### I/O pins on the die edge

Scale: 4 px per um. Pins as bars across the die edge, other pins in gray.
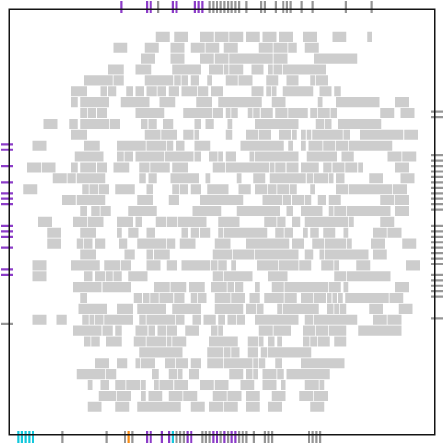
### Metal layers overlaid

Scale: 4 px per um. Two of the layers only.
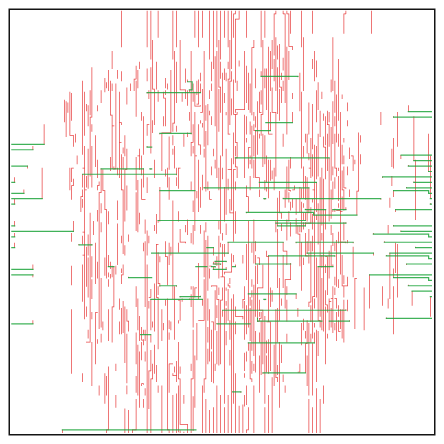
### I/O nets highlighted

Scale: 2 px per um.
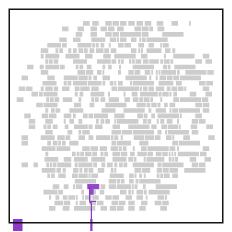
### Sizing map

Scale: 4 px per um.
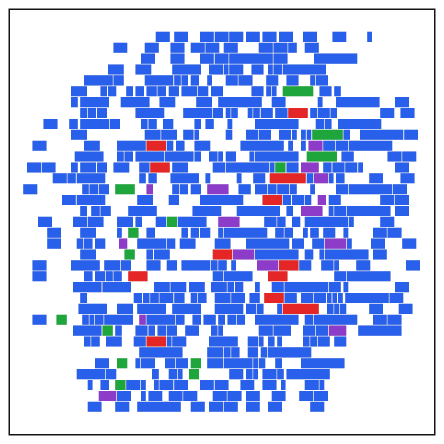
[config.mk]
export PLATFORM = sky130hd
export DESIGN_NAME = pc_unit
export DESIGN_NICKNAME = d
export VERILOG_FILES = /design/src/rtl/pc_unit_pkg.sv /design/src/rtl/pc_unit_redirect_buf.sv /design/src/rtl/pc_unit.sv
export SDC_FILE = /design/constraint.sdc
export NUM_CORES = 1
export LEC_CHECK = 0
export CORE_MARGIN = 3
export CORE_UTILIZATION = 39
export DETAILED_ROUTE_END_ITERATION = 10
export HOLD_SLACK_MARGIN = 0.12
export PLACE_DENSITY = 0.72
export SYNTH_ARGS = -nofsm -noshare
export SYNTH_HDL_FRONTEND = slang
export SYNTH_HIERARCHICAL = 1
export SYNTH_SLANG_ARGS = --single-unit
[constraint.sdc]
create_clock -name clk -period 5.5 [get_ports clk]
set_clock_uncertainty 0.05 [all_clocks]
set_input_delay 0.55 -clock clk [delete_from_list [all_inputs] [get_ports clk]]
set_output_delay 0.55 -clock clk [all_outputs]
set_load 0.01 [all_outputs]
[src/rtl/pc_unit_pkg.sv]
// Shared definitions for the IF-stage program-counter unit: default reset
// vector, instruction size, stall bit index and the enable/branch encodings.
package pc_unit_pkg;

    localparam logic [31:0]  RESET_VECTOR_DEFAULT = 32'h0000_0000;
    localparam int unsigned  INST_BYTES_DEFAULT   = 32'd4;
    localparam int unsigned  STALL_IF_BIT         = 32'd0;

    typedef enum logic {
        READ_DISABLE = 1'b0,
        READ_ENABLE  = 1'b1
    } read_en_e;

    typedef enum logic {
        NOT_BRANCH = 1'b0,
        BRANCH     = 1'b1
    } branch_e;

    typedef enum logic [2:0] {
        PC_SRC_HOLD    = 3'd0,
        PC_SRC_SEQ     = 3'd1,
        PC_SRC_BRANCH  = 3'd2,
        PC_SRC_PENDING = 3'd3,
        PC_SRC_FLUSH   = 3'd4,
        PC_SRC_RESET   = 3'd5
    } pc_src_e;

    // Low-bit mask that must be zero for an address aligned to `bytes`.
    function automatic logic [31:0] align_mask(input int unsigned bytes);
        return bytes - 32'd1;
    endfunction

endpackage

[src/rtl/pc_unit_redirect_buf.sv]
// One-entry buffer holding a branch redirect that arrived while IF could not
// advance; clear takes priority over capture.
module pc_redirect_buf
    import pc_unit_pkg::*;
#(
    parameter int unsigned ADDR_W = 32'd32
) (
    input  logic              clk,
    input  logic              rst,
    input  logic              capture_i,
    input  logic              clear_i,
    input  logic [ADDR_W-1:0] target_i,
    output logic              valid_o,
    output logic [ADDR_W-1:0] target_o
);

    logic              valid_q;
    logic              valid_d;
    logic [ADDR_W-1:0] target_q;
    logic [ADDR_W-1:0] target_d;

    // Next-state for the buffered redirect; a newer capture overwrites the old one.
    always_comb begin
        valid_d  = valid_q;
        target_d = target_q;
        if (rst) begin
            valid_d  = 1'b0;
            target_d = '0;
        end else if (clear_i) begin
            valid_d  = 1'b0;
        end else if (capture_i) begin
            valid_d  = 1'b1;
            target_d = target_i;
        end else begin
            valid_d  = valid_q;
        end
    end

    // Buffer state registers.
    always_ff @(posedge clk) begin
        valid_q  <= valid_d;
        target_q <= target_d;
    end

    assign valid_o  = valid_q;
    assign target_o = target_q;

endmodule

[src/rtl/pc_unit.sv]
// IF-stage program counter with fetch handshake, flush/branch redirect and a
// pending-redirect buffer. Optional misalign flag: PC_UNIT_ALIGN_CHECK_EN.
module pc_unit
    import pc_unit_pkg::*;
#(
    parameter int unsigned       ADDR_W       = 32'd32,
    parameter logic [ADDR_W-1:0] RESET_VECTOR = ADDR_W'(RESET_VECTOR_DEFAULT),
    parameter int unsigned       INST_BYTES   = INST_BYTES_DEFAULT,
    parameter int unsigned       STALL_W      = 32'd6
) (
    input  logic               clk,
    input  logic               rst,
    input  logic [STALL_W-1:0] stall,
    input  logic               fetch_ack_i,
    input  logic               branch_flag_i,
    input  logic [ADDR_W-1:0]  branch_target_i,
    input  logic               flush_i,
    input  logic [ADDR_W-1:0]  flush_target_i,
    output logic [ADDR_W-1:0]  pc_o,
    output logic               ce_o,
    output logic               fetch_req_o,
    output logic               redirect_pending_o,
    output logic               misalign_o
);

    read_en_e          ce_q;
    read_en_e          ce_d;
    logic [ADDR_W-1:0] pc_q;
    logic [ADDR_W-1:0] pc_d;
    pc_src_e           pc_src_s;
    logic              stall_if_s;
    logic              adv_s;
    logic              capture_s;
    logic              clear_s;
    logic              pend_valid_s;
    logic [ADDR_W-1:0] pend_target_s;
    logic              unused_stall_s;

    // Only the IF bit of the stall vector matters here.
    assign stall_if_s     = stall[STALL_IF_BIT];
    assign unused_stall_s = ^stall;

    assign adv_s = (ce_q == READ_ENABLE) && !stall_if_s && fetch_ack_i;

    // Flush discards a coincident branch, so it also blocks capture.
    assign capture_s = (branch_flag_i == BRANCH) && (ce_q == READ_ENABLE)
                       && !adv_s && !flush_i;
    assign clear_s   = (ce_q == READ_DISABLE) || flush_i || adv_s;

    // Next-PC source selection, highest priority first.
    always_comb begin
        pc_src_s = PC_SRC_HOLD;
        if (rst || (ce_q == READ_DISABLE)) begin
            pc_src_s = PC_SRC_RESET;
        end else if (flush_i) begin
            pc_src_s = PC_SRC_FLUSH;
        end else if (adv_s && (branch_flag_i == BRANCH)) begin
            pc_src_s = PC_SRC_BRANCH;
        end else if (adv_s && pend_valid_s) begin
            pc_src_s = PC_SRC_PENDING;
        end else if (adv_s) begin
            pc_src_s = PC_SRC_SEQ;
        end else begin
            pc_src_s = PC_SRC_HOLD;
        end
    end

    // Next-PC mux; the sequential add wraps silently at 2^ADDR_W.
    always_comb begin
        pc_d = pc_q;
        case (pc_src_s)
            PC_SRC_RESET:   pc_d = RESET_VECTOR;
            PC_SRC_FLUSH:   pc_d = flush_target_i;
            PC_SRC_BRANCH:  pc_d = branch_target_i;
            PC_SRC_PENDING: pc_d = pend_target_s;
            PC_SRC_SEQ:     pc_d = pc_q + ADDR_W'(INST_BYTES);
            PC_SRC_HOLD:    pc_d = pc_q;
            default:        pc_d = RESET_VECTOR;
        endcase
    end

    // Chip enable drops only while reset is asserted.
    always_comb begin
        ce_d = READ_ENABLE;
        if (rst) begin
            ce_d = READ_DISABLE;
        end else begin
            ce_d = READ_ENABLE;
        end
    end

    // PC and chip-enable registers.
    always_ff @(posedge clk) begin
        pc_q <= pc_d;
        ce_q <= ce_d;
    end

    pc_redirect_buf #(
        .ADDR_W (ADDR_W)
    ) u_redirect_buf (
        .clk       (clk),
        .rst       (rst),
        .capture_i (capture_s),
        .clear_i   (clear_s),
        .target_i  (branch_target_i),
        .valid_o   (pend_valid_s),
        .target_o  (pend_target_s)
    );

`ifdef PC_UNIT_ALIGN_CHECK_EN
    localparam logic [ADDR_W-1:0] ALIGN_MASK = ADDR_W'(align_mask(INST_BYTES));

    logic misalign_q;
    logic misalign_d;

    // Flag tracks the PC being loaded; the target itself is never altered.
    always_comb begin
        misalign_d = 1'b0;
        if (rst) begin
            misalign_d = 1'b0;
        end else begin
            misalign_d = |(pc_d & ALIGN_MASK);
        end
    end

    // Misalign flag register, updated alongside the PC.
    always_ff @(posedge clk) begin
        misalign_q <= misalign_d;
    end

    assign misalign_o = misalign_q;
`else
    assign misalign_o = 1'b0;
`endif

    assign pc_o               = pc_q;
    assign ce_o               = ce_q;
    assign fetch_req_o        = ce_q;
    assign redirect_pending_o = pend_valid_s;

endmodule

==> out/metrics.cfg <==
[cells_and_area]
final_cell_mix=clkdlybuf4s50_1, nand2_1, dfxtp_1
buf_share=0.211
inverters=4
utilization=0.552
drive_gt1_frac=0.0837
fill_cells=879
layout.non_clock_buffers=112
seqCellArea_um2=1640
comb_share=0.400
largest_class=multi-input combinational cells
logic_area_um2=2090
seq_area_frac=0.315
ff_count=66
diodes=0
nets=561
logic_gates=292
final_common_cell=clkdlybuf4s50_1
clk_share=0.0408

[synthesis]
common_cells=nand2_1, dfxtp_1, nand2b_1, o21ai_1
async_flop_share=0
ys_cells=397
syn_area_um2=3900
syn_inst=397
avgSynthCellArea_um2=9.82
synth_nets=473
ys_ff=66
edf_count=32
area_leaders=edfxtp_1, dfxtp_1, nand4bb_1
ys_area_um2=3900
ys.flop_type=dfxtp_1
synth.top_cell.area_share=0.246
top_area_cell=edfxtp_1
yosys_warnings=6

[power]
p_leak_uw=0.00174
p_comb_frac=0.151
pg_seq_uw=554
pg_clk_uw=431
power.share.sequential=0.478
p_comb_uw=175
switching_share=0.250
irDropWorstVdd_v=0.0000962
p_per_area_nw_per_um2=222

[global_route]
use_met3=0.0364
grtUsageMet1=0.283
grt_overflow=0
first_global_vias=3286
use_met2=0.300
grt_max_degree=68

[clocking]
cts_resized=0
cts.sinks=66
clockBufferDepth=2
clkLatencyLatePin_ps=350
numCtsBuffers=9
cts-root-buf=clkbuf_8
cts-hold-fix-buffers=0
path_clk_slew_ps=70
cts_setup_buffers=0

[detailed_routing]
wl_met2_um=5240
drtIter0Drc=288
drcViolationCount=0
drt-met1-wl_um=5030
route.met3.wl_um=814
viasPerCell=5.68
top_layer=met4

[floorplanning]
ios=111
nWellTaps=129
fp_util=0.412
rows=35
chipArea_um2=11200
core_area_um2=9460

[critical_path]
cpPeakStageDelay_ps=940
reg2reg_from=ce_o
end_kind=flip-flop
crit_chain=clkdlybuf4s50_1, inv_1, nor2_2, buf_4, nor2b_4, o21ai_0
startpoint=branch_flag_i
crit_arrival_ps=3040
cp_max_fo=34
r2r-end=u_redirect_buf/target_o[29]
crit_end=u_redirect_buf/target_o[29]
crit_type=in2reg
crit_cells=6
rr_worst_depth=6
slowest_stage=clkdlybuf4s50_1

[timing]
clock.fmax_ghz=0.344
setup_viol=0
grt_setup_unrepaired=false
min_period_ps=2910
relSlewSlack=0.284
fin_crit_sh=0.529

[hold_path]
min_to=u_redirect_buf/target_o[21]
hold_path_depth=2
min_from=u_redirect_buf/target_o[21]
min_path_type=reg2reg

[placed_design]
place_hpwl_um=7830

[outcome]
status=finished, final reports clean

[run]
maxCapViolations=0

## Picture notes: 'I/O pins on the die edge'
legend:
  orange:
    port: fetch_req_o
    pins: 1
    direction: output
    edge: bottom
  purple:
    port: branch_target_i
    pins: 32
    direction: input
    edge: 13 left, 11 bottom, 8 top
  cyan:
    port: stall
    pins: 6
    direction: input
    edge: bottom
all pins by edge: 41 bottom, 29 top, 27 right, 14 left
Die Y: 106 um
# port buffers: 104
Die Width: 106 um

## Picture notes: 'Metal layers overlaid'
legend:
  red:
    layer: met2
    wire_length: 5240 um
  green:
    layer: met3
    wire_length: 815 um
gr usage total: 0.197
routed wire length: 11300 um
Vias: 3514
drt wl/cell: 18.2 um

## Picture notes: 'I/O nets highlighted'
legend:
  purple:
    port: stall
    bits: 6
    direction: input
    end_cells: 3
    buffers: 1
    wire: 23.6 um

## Picture notes: 'Sizing map'
legend:
  blue:
    size: drive 1 or less
    cells: 449
    share: 92%
    most_used: clkdlybuf4s50_1
  purple:
    size: drive 2
    cells: 15
    share: 3.1%
    most_used: o221ai_2
  red:
    size: drive 6 and up
    cells: 12
    share: 2.4%
    most_used: clkbuf_8
  green:
    size: drive 3 to 4
    cells: 14
    share: 2.9%
    most_used: buf_4

-- per-stage QoR --
stage / hold WS, ps / area (um2) / power (uW) / instances / setup WS, ps
floorplan: 392 / 3900 / 633 / 397 / 3460
global placement: 401 / 5000 / 736 / 603 / 2310
global route: 435 / 5220 / 1200 / 619 / 2400
CTS: 416 / 5220 / 1160 / 619 / 2610
finish: 415 / 5220 / 1160 / 619 / 2590
detailed placement: 404 / 5000 / 739 / 603 / 2250
-- cells by family after synthesis --
group | count (synthesis) | share of synthesized area
simple gates | 160 | 0.283
other cells | 1 | 0.000962
fa+ha+maj | 1 | 0.00321
buf+inv | 39 | 0.0449
xor+xnor | 28 | 0.0629
flops | 66 | 0.421
mux | 1 | 0.00257
compound gates | 101 | 0.182
No activity file was given, so power comes from the tool's default toggle rates.
